### config.mk
export PLATFORM = sky130hd
export DESIGN_NAME = sejf_code_check_flat
export DESIGN_NICKNAME = d
export VERILOG_FILES = /design/src/rtl/sejf_code_check_if.sv /design/src/rtl/sejf_code_check.sv /design/src/flat_wrapper.sv
export SDC_FILE = /design/constraint.sdc
export NUM_CORES = 1
export LEC_CHECK = 0
export CORE_MARGIN = 3
export CORE_UTILIZATION = 46
export CTS_CLUSTER_DIAMETER = 120
export DETAILED_ROUTE_END_ITERATION = 12
export GPL_TIMING_DRIVEN = 0
export PLACE_DENSITY = 0.78
export SKIP_LAST_GASP = 1
export SLEW_MARGIN = 0
export SYNTH_ARGS = -nofsm -noshare
export SYNTH_HDL_FRONTEND = slang
export SYNTH_SLANG_ARGS = --single-unit
### constraint.sdc
create_clock -name clk -period 5.71 [get_ports clk]
set_input_delay 1.142 -clock clk [delete_from_list [all_inputs] [get_ports clk]]
set_output_delay 1.142 -clock clk [all_outputs]
set_load 0.01 [all_outputs]
### src/rtl/sejf_code_check_if.sv
// sejf_code_check_if -- dial/keypad side bundle of the combination checker.
//   master : the dial counter / operator side (drives digits and pulses)
//   slave  : the checker (drives status back)
// Signals:
//   bcd0, bcd1  units / tens digit of the current dial value
//   enter       one-cycle pulse, commit current dial value
//   close       one-cycle pulse, relock or abort entry
//   clr_count   one-cycle pulse, dial counter returns to 00
//   unlocked    high while the safe is open
//   err         one-cycle pulse on a wrong number
//   stage       numbers accepted so far (0..3)
//   fail_cnt    consecutive failed attempts, saturating at 3
//   locked_out  high during lockout
interface sejf_code_check_if;
    logic [3:0] bcd0;
    logic [3:0] bcd1;
    logic       enter;
    logic       close;
    logic       clr_count;
    logic       unlocked;
    logic       err;
    logic [1:0] stage;
    logic [1:0] fail_cnt;
    logic       locked_out;

    modport master (
        output bcd0, bcd1, enter, close,
        input  clr_count, unlocked, err, stage, fail_cnt, locked_out
    );

    modport slave (
        input  bcd0, bcd1, enter, close,
        output clr_count, unlocked, err, stage, fail_cnt, locked_out
    );
endinterface

### src/rtl/sejf_code_check.sv
// sejf_code_check -- three-number combination lock checker.
// The dial value {bcd1,bcd0} is compared against CODE0/CODE1/CODE2 on each
// enter pulse; three matches in a row open the safe. Every output is a flop.
// Ports:
//   clk  rising-edge clock
//   rst  asynchronous, active-high reset
//   bus  sejf_code_check_if.slave (digits, enter/close in; status out)
// Parameters: CODE0..CODE2 (BCD {tens,units}, 00..31), LOCKOUT_CYCLES (>=1).
// Build option: define SEJF_LOCKOUT_EN to add the LOCKOUT state; the third
// consecutive failure then freezes the lock for LOCKOUT_CYCLES cycles.
module sejf_code_check #(
    parameter logic [7:0] CODE0          = 8'h12,
    parameter logic [7:0] CODE1          = 8'h05,
    parameter logic [7:0] CODE2          = 8'h27,
    parameter int         LOCKOUT_CYCLES = 16
) (
    input logic              clk,
    input logic              rst,
    sejf_code_check_if.slave bus
);

    typedef enum logic [2:0] {
        IDLE, GOT1, GOT2, OPEN
`ifdef SEJF_LOCKOUT_EN
        , LOCKOUT
`endif
    } state_t;

    state_t     state, state_nxt;
    logic [1:0] fail_cnt, fail_nxt, fail_inc;
    logic       clr_q, clr_nxt;
    logic       err_q, err_nxt;
    logic [1:0] stage_q;
    logic       unlocked_q;
    logic       locked_out_q;
    logic [7:0] dial, code_sel;
    logic       dial_ok, match;

`ifdef SEJF_LOCKOUT_EN
    localparam int TW = (LOCKOUT_CYCLES > 1) ? $clog2(LOCKOUT_CYCLES) : 1;
    logic [TW-1:0] timer, timer_nxt;
`else
    // Referenced only so the parameter stays part of the interface in this build.
    localparam int unused_lockout_cycles = LOCKOUT_CYCLES;
`endif

    function automatic logic [1:0] stage_of(state_t s);
        case (s)
            GOT1:    return 2'd1;
            GOT2:    return 2'd2;
            OPEN:    return 2'd3;
            default: return 2'd0;
        endcase
    endfunction

    // Out-of-range digits or values above 31 never match, even if a code
    // parameter happened to be set to such a value.
    assign dial    = {bus.bcd1, bus.bcd0};
    assign dial_ok = (bus.bcd0 <= 4'd9) && (bus.bcd1 <= 4'd3) &&
                     !((bus.bcd1 == 4'd3) && (bus.bcd0 > 4'd1));

    always_comb begin
        case (state)
            GOT1:    code_sel = CODE1;
            GOT2:    code_sel = CODE2;
            default: code_sel = CODE0;
        endcase
    end

    assign match    = dial_ok && (dial == code_sel);
    assign fail_inc = (fail_cnt == 2'd3) ? 2'd3 : fail_cnt + 2'd1;

    always_comb begin
        state_nxt = state;
        fail_nxt  = fail_cnt;
        clr_nxt   = 1'b0;
        err_nxt   = 1'b0;
`ifdef SEJF_LOCKOUT_EN
        timer_nxt = timer;
`endif
        case (state)
`ifdef SEJF_LOCKOUT_EN
            LOCKOUT: begin
                // enter/close are deaf here; only the timer matters.
                if (timer == '0) begin
                    state_nxt = IDLE;
                    fail_nxt  = 2'd0;
                    clr_nxt   = 1'b1;
                end else begin
                    timer_nxt = timer - TW'(1);
                end
            end
`endif
            OPEN: begin
                // enter is ignored while open; close relocks.
                if (bus.close) begin
                    state_nxt = IDLE;
                    clr_nxt   = 1'b1;
                end
            end
            default: begin
                // close has priority over a simultaneous enter.
                if (bus.close) begin
                    state_nxt = IDLE;
                    clr_nxt   = 1'b1;
                end else if (bus.enter) begin
                    clr_nxt = 1'b1;
                    if (match) begin
                        case (state)
                            IDLE:    state_nxt = GOT1;
                            GOT1:    state_nxt = GOT2;
                            default: begin
                                state_nxt = OPEN;
                                fail_nxt  = 2'd0;
                            end
                        endcase
                    end else begin
                        state_nxt = IDLE;
                        err_nxt   = 1'b1;
                        fail_nxt  = fail_inc;
`ifdef SEJF_LOCKOUT_EN
                        if (fail_inc == 2'd3) begin
                            state_nxt = LOCKOUT;
                            // Counts down to 0, so the lockout lasts exactly LOCKOUT_CYCLES.
                            timer_nxt = TW'(LOCKOUT_CYCLES - 1);
                        end
`endif
                    end
                end
            end
        endcase
    end

    // Status flops load from next-state so each output lines up with its state.
    always_ff @(posedge clk or posedge rst) begin
        if (rst) begin
            state      <= IDLE;
            fail_cnt   <= 2'd0;
            clr_q      <= 1'b0;
            err_q      <= 1'b0;
            stage_q    <= 2'd0;
            unlocked_q <= 1'b0;
        end else begin
            state      <= state_nxt;
            fail_cnt   <= fail_nxt;
            clr_q      <= clr_nxt;
            err_q      <= err_nxt;
            stage_q    <= stage_of(state_nxt);
            unlocked_q <= (state_nxt == OPEN);
        end
    end

`ifdef SEJF_LOCKOUT_EN
    always_ff @(posedge clk or posedge rst) begin
        if (rst) begin
            timer        <= '0;
            locked_out_q <= 1'b0;
        end else begin
            timer        <= timer_nxt;
            locked_out_q <= (state_nxt == LOCKOUT);
        end
    end
`else
    assign locked_out_q = 1'b0;
`endif

    assign bus.clr_count  = clr_q;
    assign bus.unlocked   = unlocked_q;
    assign bus.err        = err_q;
    assign bus.stage      = stage_q;
    assign bus.fail_cnt   = fail_cnt;
    assign bus.locked_out = locked_out_q;

endmodule

### src/flat_wrapper.sv
// flat-port wrapper written by rule: the top's interface ports become plain ports
module sejf_code_check_flat 
#(
    parameter logic [7:0] CODE0          = 8'h12,
    parameter logic [7:0] CODE1          = 8'h05,
    parameter logic [7:0] CODE2          = 8'h27,
    parameter int         LOCKOUT_CYCLES = 16
)
  (clk, rst, bus_bcd0, bus_bcd1, bus_enter, bus_close, bus_clr_count, bus_unlocked, bus_err, bus_stage, bus_fail_cnt, bus_locked_out);
  sejf_code_check_if bus_i ();
  input logic clk;
  input logic rst;
  input wire logic [$bits(bus_i.bcd0)-1:0] bus_bcd0;
  input wire logic [$bits(bus_i.bcd1)-1:0] bus_bcd1;
  input wire logic [$bits(bus_i.enter)-1:0] bus_enter;
  input wire logic [$bits(bus_i.close)-1:0] bus_close;
  output wire logic [$bits(bus_i.clr_count)-1:0] bus_clr_count;
  output wire logic [$bits(bus_i.unlocked)-1:0] bus_unlocked;
  output wire logic [$bits(bus_i.err)-1:0] bus_err;
  output wire logic [$bits(bus_i.stage)-1:0] bus_stage;
  output wire logic [$bits(bus_i.fail_cnt)-1:0] bus_fail_cnt;
  output wire logic [$bits(bus_i.locked_out)-1:0] bus_locked_out;
  assign bus_i.bcd0 = bus_bcd0;
  assign bus_i.bcd1 = bus_bcd1;
  assign bus_i.enter = bus_enter;
  assign bus_i.close = bus_close;
  assign bus_clr_count = bus_i.clr_count;
  assign bus_unlocked = bus_i.unlocked;
  assign bus_err = bus_i.err;
  assign bus_stage = bus_i.stage;
  assign bus_fail_cnt = bus_i.fail_cnt;
  assign bus_locked_out = bus_i.locked_out;
  sejf_code_check #(.CODE0(CODE0), .CODE1(CODE1), .CODE2(CODE2), .LOCKOUT_CYCLES(LOCKOUT_CYCLES)) u_core (.clk(clk), .rst(rst), .bus(bus_i));
endmodule
Routed metal, one color a layer:
The bar under the picture is 10 um long. Two of the layers only.
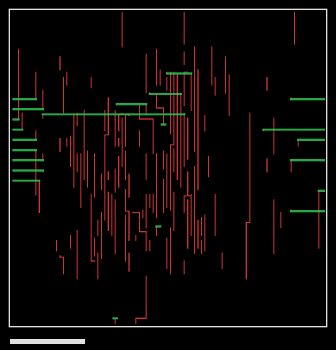
- red: metal 2 (wire length 560 um)
- green: metal 3 (wire length 82.1 um)

Placed cells, one color a class:
The bar under the picture is 10 um long. Fill, decap, tap and diode cells in gray.
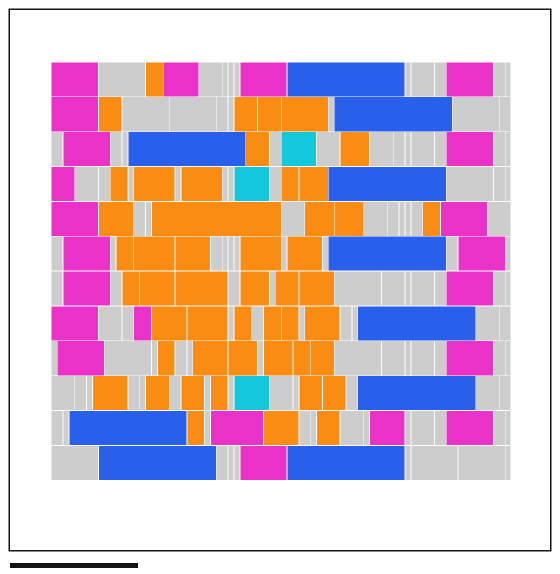
- cyan: clock drivers (cells 3; share of their area 2.8%)
- blue: sequential cells (cells 10; share of their area 32%)
- magenta: remaining buffers and delay cells (cells 22; share of their area 26%)
- orange: combinational and other logic (cells 49; share of their area 40%)

Local utilization:
8 x 8 tiles, from black (low) to pale yellow (high), 0 to 100% covered.
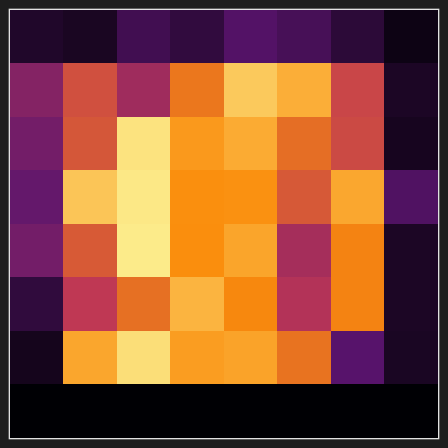
- mean over tiles: 45%
- emptiest ninth of the die: lower right
- densest ninth of the die: center
- fullest tile: 96%

==> results.sh <==
# implementation run metrics
export IMPL_layout_setup_ws_ps=2740
export IMPL_numSynthFlops=10
export IMPL_antenna_found_initial=0
export IMPL_hold_end="u_core.bus.fail_cnt[1]"
export IMPL_portBuffers=17
export IMPL_setup_worst_path_class="in -> reg"
export IMPL_cts_sinks=10
export IMPL_nFillCells=110
export IMPL_yosys_most_used_dff="dfrtp_1"
export IMPL_grt_overflow_total=0
export IMPL_powerDensity_mw_per_mm2=175
export IMPL_num_nonclk_inverters=2
export IMPL_min_from="u_core.bus.fail_cnt[1]"
export IMPL_setup_violations=0
export IMPL_yosys_area_top_type_share_pct=41.7
export IMPL_vias=551
export IMPL_htreeDepth=1
export IMPL_cts_made_buffers=3
export IMPL_pin_count=20
export IMPL_clk_latency_ps=260
export IMPL_grt_max_degree=11
export IMPL_worstSetupStartpointType="input pin"
export IMPL_top_cells_by_area="dfrtp_1 42%, a2111oi_4 4.6%, a21oi_1 4.2%"
export IMPL_mostFrequentLayoutCell="clkdlybuf4s50_1"
export IMPL_crit_path_max_fanout=7
export IMPL_rsz0062_at_grt="false"
export IMPL_buffer_area_share_pct=25.3
export IMPL_syn_nets=76
export IMPL_drc=0
export IMPL_yosys_warnings=0
export IMPL_seq_share_pct=30.9
export IMPL_routedWlPerCell_um=12.3
export IMPL_grt_pass1_wl_um=2130
export IMPL_cts_tree="built"
export IMPL_clk_pin_slew_ps=60
export IMPL_status="finished clean"
export IMPL_slew_headroom_pct=65.6
export IMPL_row_count=12
export IMPL_flop_area_um2=250
export IMPL_setup_tns_final_ps=0
export IMPL_tapCellCount=14
flip-flops by register name (all words and copies together), names as in the netlist:
signal and flops:
u_core.state 3, u_core.bus.fail_cnt 2, u_core.bus.stage 2, u_core.bus.clr_count 1, u_core.bus.err 1, u_core.bus.unlocked 1
metrics by stage:
step,instances,util (%),instance area [um2]
finish,98,69.2,811
global route,98,69.2,811
CTS,98,69.2,811
detailed placement,95,67.3,788
global placement,95,67.3,788
floorplan,64,-,601
kinds of logic after synthesis:
| family | Yosys count |
|---|---|
| buffers and inverters | 7 |
| flip-flops | 10 |
| AND-OR/OR-AND | 18 |
| XOR/XNOR | 3 |
| other | 1 |
| AND/OR/NAND/NOR | 25 |
per-layer routing:
metal	share of wire, %	wire, um	vias to the layer above	global-route usage [%]
li1	-	-	265	-
met1	43	516	257	17.5
met2	47	560	25	27.2
met3	6.8	82	4	3.00
met4	3.6	43	0	13.0
met5	0	0	-	0
where the power goes:
group | internal, W | total [W] | switching (W) | leakage (nW)
sequential | 0.0000724 | 0.0000738 | 0.00000140 | 0.127
clock | 0.0000242 | 0.0000459 | 0.0000217 | 0.0138
combinational | 0.0000124 | 0.0000218 | 0.00000948 | 0.186
total | 0.000109 | 0.000142 | 0.0000325 | 0.327
critical path, cell delays in order:
cell and delay [ps]:
clkdlybuf4s50_1 450, or4_4 550, a2111oi_4 570, nor2_2 90, a221o_1 300
synthesized netlist by cell type (2+ instances only):
master / instances
nor3b_1: 3
o21ai_1: 2
dfrtp_1: 10
inv_1: 2
nand2b_1: 2
xnor2_1: 2
nor2_1: 5
a21oi_1: 5
o211ai_1: 2
nand2_1: 5
o21ai_0: 2
buf_4: 2
Power figures rest on the tool's default switching activity, not on a simulated workload.
